**src/rtl/video_pkg.sv**
```systemverilog
// Shared video timing constants (640x480@60 defaults) and small decode helpers
// reused by the video blocks.
package video_pkg;

  localparam int unsigned CNT_W = 10;

  localparam int unsigned H_VISIBLE_DEF = 640;
  localparam int unsigned H_FP_DEF      = 16;
  localparam int unsigned H_SYNC_DEF    = 96;
  localparam int unsigned H_BP_DEF      = 48;
  localparam int unsigned V_VISIBLE_DEF = 480;
  localparam int unsigned V_FP_DEF      = 10;
  localparam int unsigned V_SYNC_DEF    = 2;
  localparam int unsigned V_BP_DEF      = 33;

  localparam int unsigned H_TOTAL = H_VISIBLE_DEF + H_FP_DEF + H_SYNC_DEF + H_BP_DEF;
  localparam int unsigned V_TOTAL = V_VISIBLE_DEF + V_FP_DEF + V_SYNC_DEF + V_BP_DEF;

  // True when lo <= v < hi.
  function automatic logic in_window(input logic [CNT_W-1:0] v,
                                     input logic [CNT_W-1:0] lo,
                                     input logic [CNT_W-1:0] hi);
    return (v >= lo) && (v < hi);
  endfunction

endpackage

```
**src/rtl/video_timing_gen.sv**
```systemverilog
// Raster timing generator: free-running pixel/line counters gated by pix_ce, with
// registered sync/enable decode and line/frame start pulses aligned to draw_x/draw_y.
module video_timing_gen
  import video_pkg::*;
#(
  parameter int unsigned H_VISIBLE = H_VISIBLE_DEF,
  parameter int unsigned H_FP      = H_FP_DEF,
  parameter int unsigned H_SYNC    = H_SYNC_DEF,
  parameter int unsigned H_BP      = H_BP_DEF,
  parameter int unsigned V_VISIBLE = V_VISIBLE_DEF,
  parameter int unsigned V_FP      = V_FP_DEF,
  parameter int unsigned V_SYNC    = V_SYNC_DEF,
  parameter int unsigned V_BP      = V_BP_DEF
) (
  input  logic             Clk,
  input  logic             reset_rtl_0,
  input  logic             pix_ce,
  output logic             hsync,
  output logic             vsync,
  output logic             vde,
  output logic [CNT_W-1:0] draw_x,
  output logic [CNT_W-1:0] draw_y,
  output logic             line_start,
  output logic             frame_start,
  output logic [15:0]      frame_count
);

  localparam int unsigned H_TOT = H_VISIBLE + H_FP + H_SYNC + H_BP;
  localparam int unsigned V_TOT = V_VISIBLE + V_FP + V_SYNC + V_BP;

  localparam logic [CNT_W-1:0] H_LAST   = CNT_W'(H_TOT - 1);
  localparam logic [CNT_W-1:0] V_LAST   = CNT_W'(V_TOT - 1);
  localparam logic [CNT_W-1:0] H_VIS    = CNT_W'(H_VISIBLE);
  localparam logic [CNT_W-1:0] V_VIS    = CNT_W'(V_VISIBLE);
  localparam logic [CNT_W-1:0] HS_START = CNT_W'(H_VISIBLE + H_FP);
  localparam logic [CNT_W-1:0] HS_END   = CNT_W'(H_VISIBLE + H_FP + H_SYNC);
  localparam logic [CNT_W-1:0] VS_START = CNT_W'(V_VISIBLE + V_FP);
  localparam logic [CNT_W-1:0] VS_END   = CNT_W'(V_VISIBLE + V_FP + V_SYNC);

  logic [CNT_W-1:0] hc;
  logic [CNT_W-1:0] vc;

  always_ff @(posedge Clk) begin
    if (!reset_rtl_0) begin
      hc          <= '0;
      vc          <= '0;
      frame_count <= '0;
    end else if (pix_ce) begin
      if (hc == H_LAST) begin
        hc <= '0;
        if (vc == V_LAST) begin
          vc          <= '0;
          frame_count <= frame_count + 16'd1;
        end else begin
          vc <= vc + 1'b1;
        end
      end else begin
        hc <= hc + 1'b1;
      end
    end
  end

  // Outputs show the counter pair from the previous pix_ce cycle, so every
  // decoded signal and both pulses share one fixed latency.
  always_ff @(posedge Clk) begin
    if (!reset_rtl_0) begin
      hsync       <= 1'b1;
      vsync       <= 1'b1;
      vde         <= 1'b0;
      draw_x      <= '0;
      draw_y      <= '0;
      line_start  <= 1'b0;
      frame_start <= 1'b0;
    end else begin
      line_start  <= 1'b0;
      frame_start <= 1'b0;
      if (pix_ce) begin
        hsync       <= !in_window(hc, HS_START, HS_END);
        vsync       <= !in_window(vc, VS_START, VS_END);
        vde         <= (hc < H_VIS) && (vc < V_VIS);
        draw_x      <= hc;
        draw_y      <= vc;
        line_start  <= (hc == '0);
        frame_start <= (hc == '0) && (vc == '0);
      end
    end
  end

endmodule

```
**config.mk**
```make
export PLATFORM = sky130hd
export DESIGN_NAME = video_timing_gen
export DESIGN_NICKNAME = d
export VERILOG_FILES = /design/src/rtl/video_pkg.sv /design/src/rtl/video_timing_gen.sv
export SDC_FILE = /design/constraint.sdc
export NUM_CORES = 1
export LEC_CHECK = 0
export ABC_AREA = 1
export CORE_ASPECT_RATIO = 1.2
export CORE_UTILIZATION = 30
export DETAILED_ROUTE_END_ITERATION = 7
export GPL_ROUTABILITY_DRIVEN = 0
export PLACE_DENSITY_LB_ADDON = 0.08
export SLEW_MARGIN = 20
export SYNTH_ARGS = -nofsm -noshare
export SYNTH_HDL_FRONTEND = slang
export SYNTH_SLANG_ARGS = --single-unit
```
**constraint.sdc**
```tcl
create_clock -name Clk -period 2.5 [get_ports Clk]
set_input_delay 0.375 -clock Clk [delete_from_list [all_inputs] [get_ports Clk]]
set_output_delay 0.375 -clock Clk [all_outputs]
set_load 0.05 [all_outputs]
```
==> images/m1.png <==
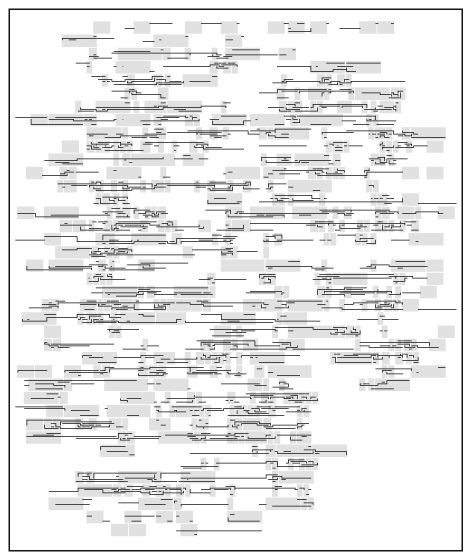
The wires run mostly horizontal. The longest straight run is 31.7 um. The layer carries 3580 um of wire.

==> images/util_map.png <==
The bar under the picture is 20 um long. The die is cut into 9 by 11 equal tiles; dark blue is low, red is high, 0 to 100% covered.
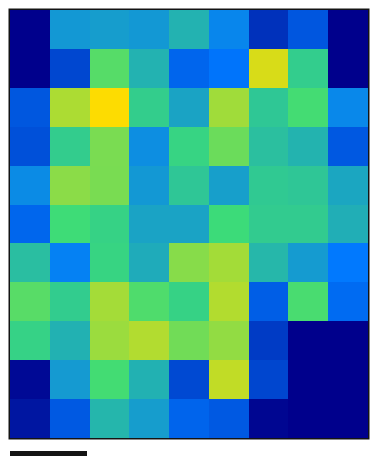
The fullest tile reaches 75%. 12% of the tiles are nearly empty. The emptiest ninth of the die: south-east. The mean over all tiles is 35%.

==> metrics.cfg <==
[synth]
yosysWarnings=0
ys_seq_share_pct=41.1
synthAdderAreaFrac_pct=2.53
topCombFamilyByArea=simple AND/OR/NAND/NOR gates
yosysUniqueCellTypes=31
synth-async-reset-ratio_pct=0
ys_sh_aoi_pct=10.8
syn_inst=431
ys_area_um2=2970
top_cell=nand2_1
topCellsByArea=dfxtp_1 (41%), nand2_1 (13%), nor2_1 (9.2%)
synth_top_area_share_pct=41.1
top_cells_by_count=nand2_1 (106), nor2_1 (73), dfxtp_1 (61)
edf_count=0
numSynthFlops=61
syn-num-nets=440

[drt]
drtPass1Iterations=4
drt-wirelength-per-cell_um=12.8
route.antenna.remaining_nets=0
highest_layer=met4
drt_iter0_drc=98
dr_wl_met3_um=351
via_per_inst=4.67
vias=2830

[grt]
antenna_found_initial=0
grt_pass1_wl_mm=13.1
grt_max_degree=27
busiest_layer=met2
first_global_vias=2694

[cells_and_area]
regArea_um2=1220
drive_gt1_share_pct=8.49
fillers=1043
ff_count=61
comb_area_share_pct=40.2
logic_gate_count=313
antenna_cells=0
biggestCellCategory=logic gates
nNonClkInverters=45
buf_share_pct=12.5
nClkBuffers=13
final-clk-cell-share_pct=6.83
most-common-layout-cells=nand2_1 (106), nor2_1 (73), dfxtp_1 (61), clkdlybuf4s50_1 (43), inv_1 (39)
regMostFlops=frame_count
final_cells=606

[final_timing]
worst_clock_skew_ps=5.77
finalSetupTns_ps=0
rsz0062_at_grt=no
max_slew_margin_pct=66.0
fmax_ghz=0.503
tightest_slew_ps=508
finalHoldViolations=0
setup_viol=0
maxSlewViolCount=0

[pwr]
vdd.ir_drop.worst_v=0.000382
power.leakage_nw=1.47

[worst_hold_path]
min_from=draw_x[2]$_SDFFE_PN0P_
hold_end=draw_x[2]$_SDFFE_PN0P_
hold_class=flip-flop to flip-flop

[place]
place_area_um2=3550
place_inst=591

[setup_path]
critPathTopFamily=buffers and inverters
timing.rr.start=vc[1]$_SDFFE_PN0P_
worstReg2RegEnd=frame_count[3]$_SDFFE_PN0P_
crit_path_start_kind=flip-flop
cp_max_fo=6
r2r_cells=8
endpoint_kind=output port
endpoint=frame_count[2]
cp_slowest_stage_delay_ps=850
reg2reg_slack_ps=850
startpoint=frame_count[2]$_SDFFE_PN0P_

[floorplan]
tap_cells=123
die_area_um2=10300
core_area_um2=9560

[cts]
cts_setup_buffers=0
hold_buffers=0
clk_latency_ps=320
htree_levels=3
cts-root-buf=clkbuf_16
post_cts_resized=0
cts_inserted_buffers=9
cts_num_sinks=61

[flow_run]
max_cap_violations=0
warnings=29

[status]
status=completed

==> images/sizing.png <==
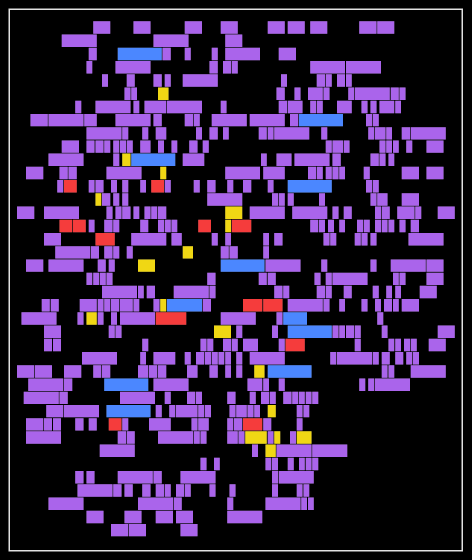
Key: purple = x1 and smaller [cells 442, share 92%, most used nand2_1]; red = x3 and x4 [cells 13, share 2.7%, most used buf_4]; yellow = x2 [cells 17, share 3.5%, most used inv_2]; blue = x6 and larger [cells 11, share 2.3%, most used clkbuf_16]
Syn-to-layout area delta: 28.2%
post-route cell area: 3810 um2
Worst Slack Setup Final: 512 ps
bufs w/o clock: 49

-- where the power goes --
part           total [mW]  switching [mW]  internal (mW)  leakage (nW)
registers            1.01          0.0125          0.996         0.496
clock network        1.11           0.421          0.689         0.129
logic               0.183           0.126         0.0576         0.849
-- per-stage QoR --
stage	hold slack [ps]	power [mW]	util, %
after detailed placement	458	1.21	37.1
after CTS	465	2.33	39.8
after global routing	474	2.39	39.8
after floorplan	472	1.15	-
final	460	2.30	39.8
after global placement	451	1.21	37.1
-- kinds of logic (layout without fill, tap and decap cells) --
| group | count (synthesis) | in the layout |
|---|---|---|
| adders and majority gates | 6 | 6 |
| DFF | 61 | 61 |
| and+or+nand+nor | 238 | 238 |
| buffers and inverters | 57 | 109 |
| AOI/OAI and AO/OA | 62 | 62 |
| xor gates and xnor gates | 7 | 7 |
Power is estimated from default activity; no workload was simulated.
